==> config.mk <==
export PLATFORM = sky130hd
export DESIGN_NAME = ed_channel_scheduler
export DESIGN_NICKNAME = d
export VERILOG_FILES = /design/src/rtl/ed_pkg.sv /design/src/rtl/ed_core.sv /design/src/rtl/ed_channel_scheduler.sv
export SDC_FILE = /design/constraint.sdc
export NUM_CORES = 1
export LEC_CHECK = 0
export ABC_AREA = 0
export CAP_MARGIN = 10
export CORE_AREA = 2 2 205 207
export DETAILED_ROUTE_END_ITERATION = 10
export DIE_AREA = 0 0 207 209
export DONT_BUFFER_PORTS = 1
export PLACE_DENSITY = 0.78
export SYNTH_ARGS = -nofsm -noshare
export SYNTH_HDL_FRONTEND = slang
export SYNTH_SLANG_ARGS = --single-unit
==> constraint.sdc <==
create_clock -name clk -period 5.63 [get_ports clk]
set_input_delay 1.689 -clock clk [delete_from_list [all_inputs] [get_ports clk]]
set_output_delay 1.689 -clock clk [all_outputs]
set_load 0.005 [all_outputs]
layers.png
Bar = 50 µm. Two of the layers only.
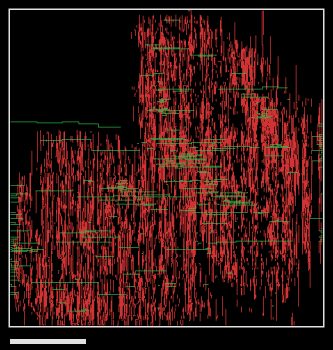
[green] M3 | wire length: 2,290 µm
[red] M2 | wire length: 25.1 mm
Via Count: 14,659
per-cell routed wire length: 17.83 µm
post-detailed-routing wire length: 48,400 µm
GR Util All Layers: 22.25%

util_map.png
The die is cut into 21 by 21 equal tiles; black is low, pale yellow is high, 0 to 100% covered.
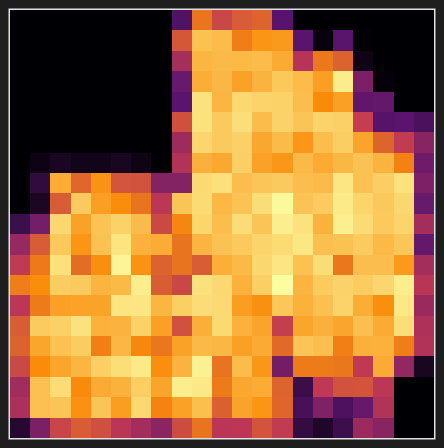
emptiest ninth of the die: top left
tiles over 75% full: 50%
fullest tile: 99%
mean over tiles: 57%
Floorplan Core Area: 41,290 µm²
Core Util at FP: 54.16%
final core utilization: 61.85%

ff_map.png
Bar = 50 µm. Other sequential cells in the stronger gray, the rest of the logic in the fainter gray.
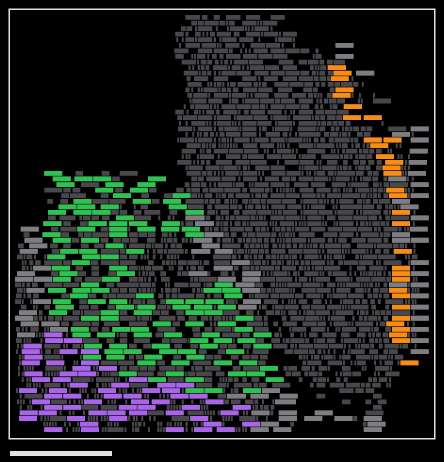
[green] hist_q | placed flops: 128
[purple] frame_q | placed flops: 64 | where: bottom left
[orange] u_core.sq_q | placed flops: 32
not colored: 79
register share of the cell area: 29.75%

congestion_map.png
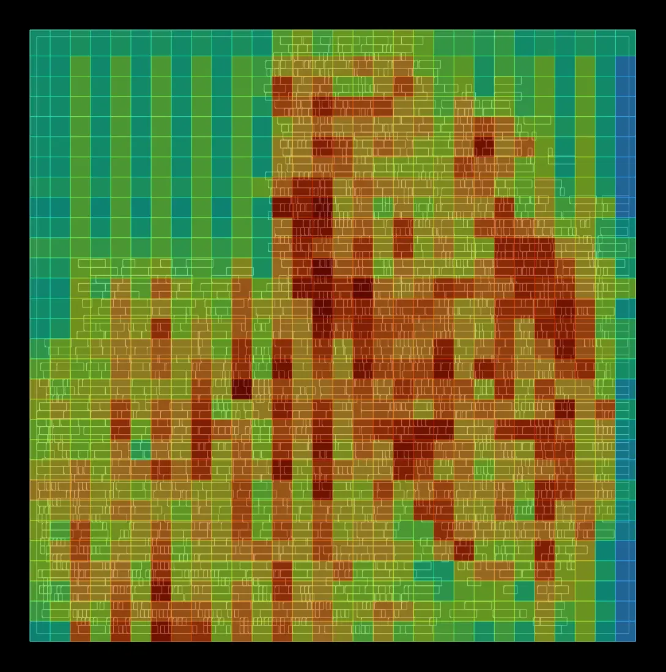
met2 Track Usage GR: 39.86%
met3 Usage GRT: 3.667%

class_map.png
Bar = 50 µm. Fill, decap, tap and diode cells in gray.
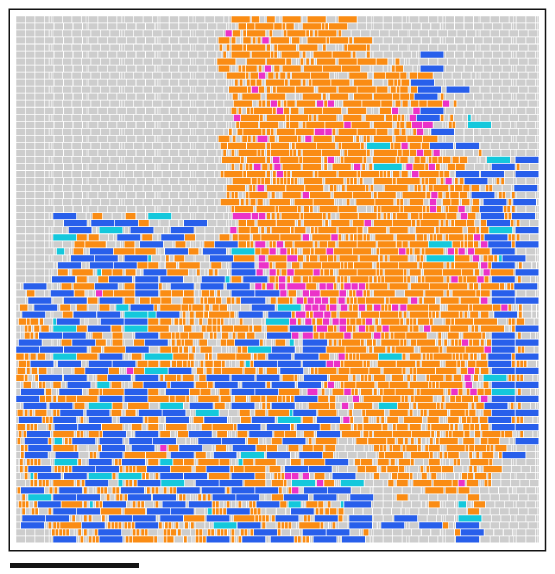
[cyan] clock drivers and dummy loads | cells: 61
[blue] registers | cells: 303
[magenta] remaining buffers and delay cells | cells: 148
[orange] remaining logic cells | cells: 1,664
Placement Rows: 75
final non-filler cell area: 25,540 µm²

==> results.sh <==
# yosys + openroad results
export IMPL_die_y_um=209
export IMPL_largest_register_ffs=128
export IMPL_hold_depth=0
export IMPL_synth_largest_area_cell="dfrtp_1"
export IMPL_drt_drc_violations_left=0
export IMPL_setup_worst_path_start_class="register"
export IMPL_openroad_warnings=40
export IMPL_detailedPlacementHpwl_um=34870
export IMPL_final_count_of_negative_setup_slack_endpoints=8
export IMPL_first_global_vias=16284
export IMPL_ys_seq_elements=303
export IMPL_post_synth_top_area_fraction_pct=33.91
export IMPL_nNetsFinal=2598
export IMPL_synth_distinct_cells=56
export IMPL_tritoncts_clock_tree="built"
export IMPL_grt_start_max_net_pins=304
export IMPL_fin_crit_ns=5.781
export IMPL_enable_flop_cells=0
export IMPL_die_width_um=207
export IMPL_postSynthSeqShare_pct=33.91
export IMPL_synth_nets=2485
export IMPL_ios=118
export IMPL_grt_antenna_before_repair=0
export IMPL_drt_first_iter_violations=1036
export IMPL_min_period_over_period_pct=102.7
export IMPL_timing_hold_ws_ns=0.3483
export IMPL_yosys_top_cells_area="dfrtp_1 (34%), fa_1 (24%), ha_1 (6.3%)"
export IMPL_finalHoldViolations=0
export IMPL_synth_cells=2038
export IMPL_drv_cap=0
export IMPL_ant_nets=0
export IMPL_via_per_inst=5.399
export IMPL_port_buffer_count=0
export IMPL_cp_arrival_ns=6.24
export IMPL_status="complete, but fails checks"
export IMPL_async_reset_ff_share_pct=100.0
export IMPL_finalNonFillerCells=2715
export IMPL_cp_max_fo=8
export IMPL_rrSetupSlack_ns=-0.15
export IMPL_violations="setup timing"
export IMPL_gpl_congestion=0.9126
export IMPL_worstRegToRegCells=19
export IMPL_layout_drive_gt1_share_pct=22.84
export IMPL_syn_to_final_growth_pct=14.20
export IMPL_clock_fmax_ghz=0.1730
export IMPL_tightest_slew_ns=1.177
export IMPL_chipArea_um2=43260
export IMPL_antenna_cells=0
export IMPL_cp_end_kind="register"
export IMPL_critPathKind="reg -> reg"
export IMPL_grt_first_pass_wirelength_um=78750
export IMPL_rsz0062_at_grt="true"
export IMPL_worstHoldPathType="reg -> reg"
export IMPL_yosys_most_used_dff="dfrtp_1"
export IMPL_overflow=0
export IMPL_cts_root_buffer_cell="clkbuf_16"
export IMPL_clockBufferDepth=3
export IMPL_synth_warning_count=0
export IMPL_path_clk_slew_ns=0.06
export IMPL_numClockSinks=303
export IMPL_setup_tns_ns=-0.6593
export IMPL_post_place_cells=2621
export IMPL_synth_yosys_num_cells=2038
export IMPL_synth_area_um2=22360
export IMPL_final_max_slew_viol_count=0
export IMPL_postSynthAreaPerCell_um2=10.97
export IMPL_drt_pass1_iterations=5
export IMPL_critPathRequiredTime_ns=6.08
export IMPL_finClkSkew_ns=0.02434
export IMPL_worstSkewPairLatency_ns=0.55
export IMPL_cts_buffers=34
export IMPL_synth_yosys_chip_area_um2=22360
export IMPL_ctsHtreeMaxLevel=2
export IMPL_final_setup_worst_slack_ns=-0.1507
export IMPL_timing_max_slew_rel_slack_pct=21.25
[area by class of cell]
type,count,area (µm²)
timing repair buffer,148,1185
clock inverter,15,180.2
sequential,303,7599
multi-input combinational,1297,13590
clock buffer,46,935.9
tap,539,674.4
fill,2979,15750
inverter,367,1378
[timing repair]
item | 4_1_cts | 5_1_grt
buffers inserted | 7 | 28
pin swaps | 33 | 42
gates resized | 51 | 76
setup endpoints to repair | 11 | 16
hold buffers | 0 | 0
[Yosys cell counts (all sizes together), types with 3 or more instances]
library cell / count
inv: 367
dfrtp: 303
nor2: 48
ha: 113
nand2: 363
o41ai: 4
o211ai: 6
nand4: 7
o31a: 3
nand3: 12
buf: 18
a21o: 10
o21ai: 34
mux2: 120
o21bai: 3
nand2b: 12
xor2: 14
a31o: 6
a21oi: 33
or3: 3
xnor2: 57
o21a: 5
a211oi: 10
and3: 12
nor2b: 14
and2: 62
clkbuf: 53
mux4: 48
fa: 267
nor3: 12
[stage by stage]
stage          instance area, µm²  setup WS, ns  utilization, %
2_1_floorplan               22420      -0.01050               -
3_3_place_gp                23680      -0.08112           57.34
3_5_place_dp                23680       -0.2441           57.34
4_1_cts                     25020      -0.03974           60.61
5_1_grt                     25540       -0.3568           61.85
6_report                    25540       -0.1507           61.85
[worst max-delay path, stage by stage (launching register included)]
cell and delay, ns:
dfrtp_1 0.42, buf_6 0.17, buf_6 0.12, and2_4 0.13, fa_2 0.50, buf_4 0.18, fa_2 0.57, fa_1 0.44
fa_2 0.55, fa_1 0.43, fa_1 0.51, ha_2 0.30, o211ai_1 0.25, o21ai_0 0.15, nand2_1 0.13, o21ai_2 0.09
a21oi_4 0.23, o21ai_4 0.11, a221oi_2 0.26, xnor2_1 0.15
[cells in the final DEF (no fill, tap or decap), types with 12 or more instances in the layout]
cell       count
a21oi_1       21
and2_1        56
buf_4        132
buf_6         13
clkbuf_16     34
dfrtp_1      292
fa_1         254
fa_2          13
ha_1          95
ha_4          16
inv_1        350
inv_2         17
mux2_2       120
mux4_2        48
nand2_1      356
nand2b_1      12
nor2_1        43
nor2b_1       13
o21ai_0       22
xnor2_1       56
xor2_1        14
[logic make-up after synthesis]
| logic type | synth area share [%] |
|---|---|
| muxes | 10.92 |
| DFF | 33.91 |
| buffers and inverters | 7.441 |
| xor gates and xnor gates | 2.781 |
| adders and majority gates | 30.22 |
| and+or+nand+nor | 10.71 |
| AOI/OAI and AO/OA | 4.017 |
[layer usage]
layer	up-vias	part of all wire (%)	track usage, %
li1	6589	-	-
met1	7524	40	27.57
met2	423	52	39.86
met3	123	4.7	3.667
met4	0	3.2	7.217
met5	-	0	0
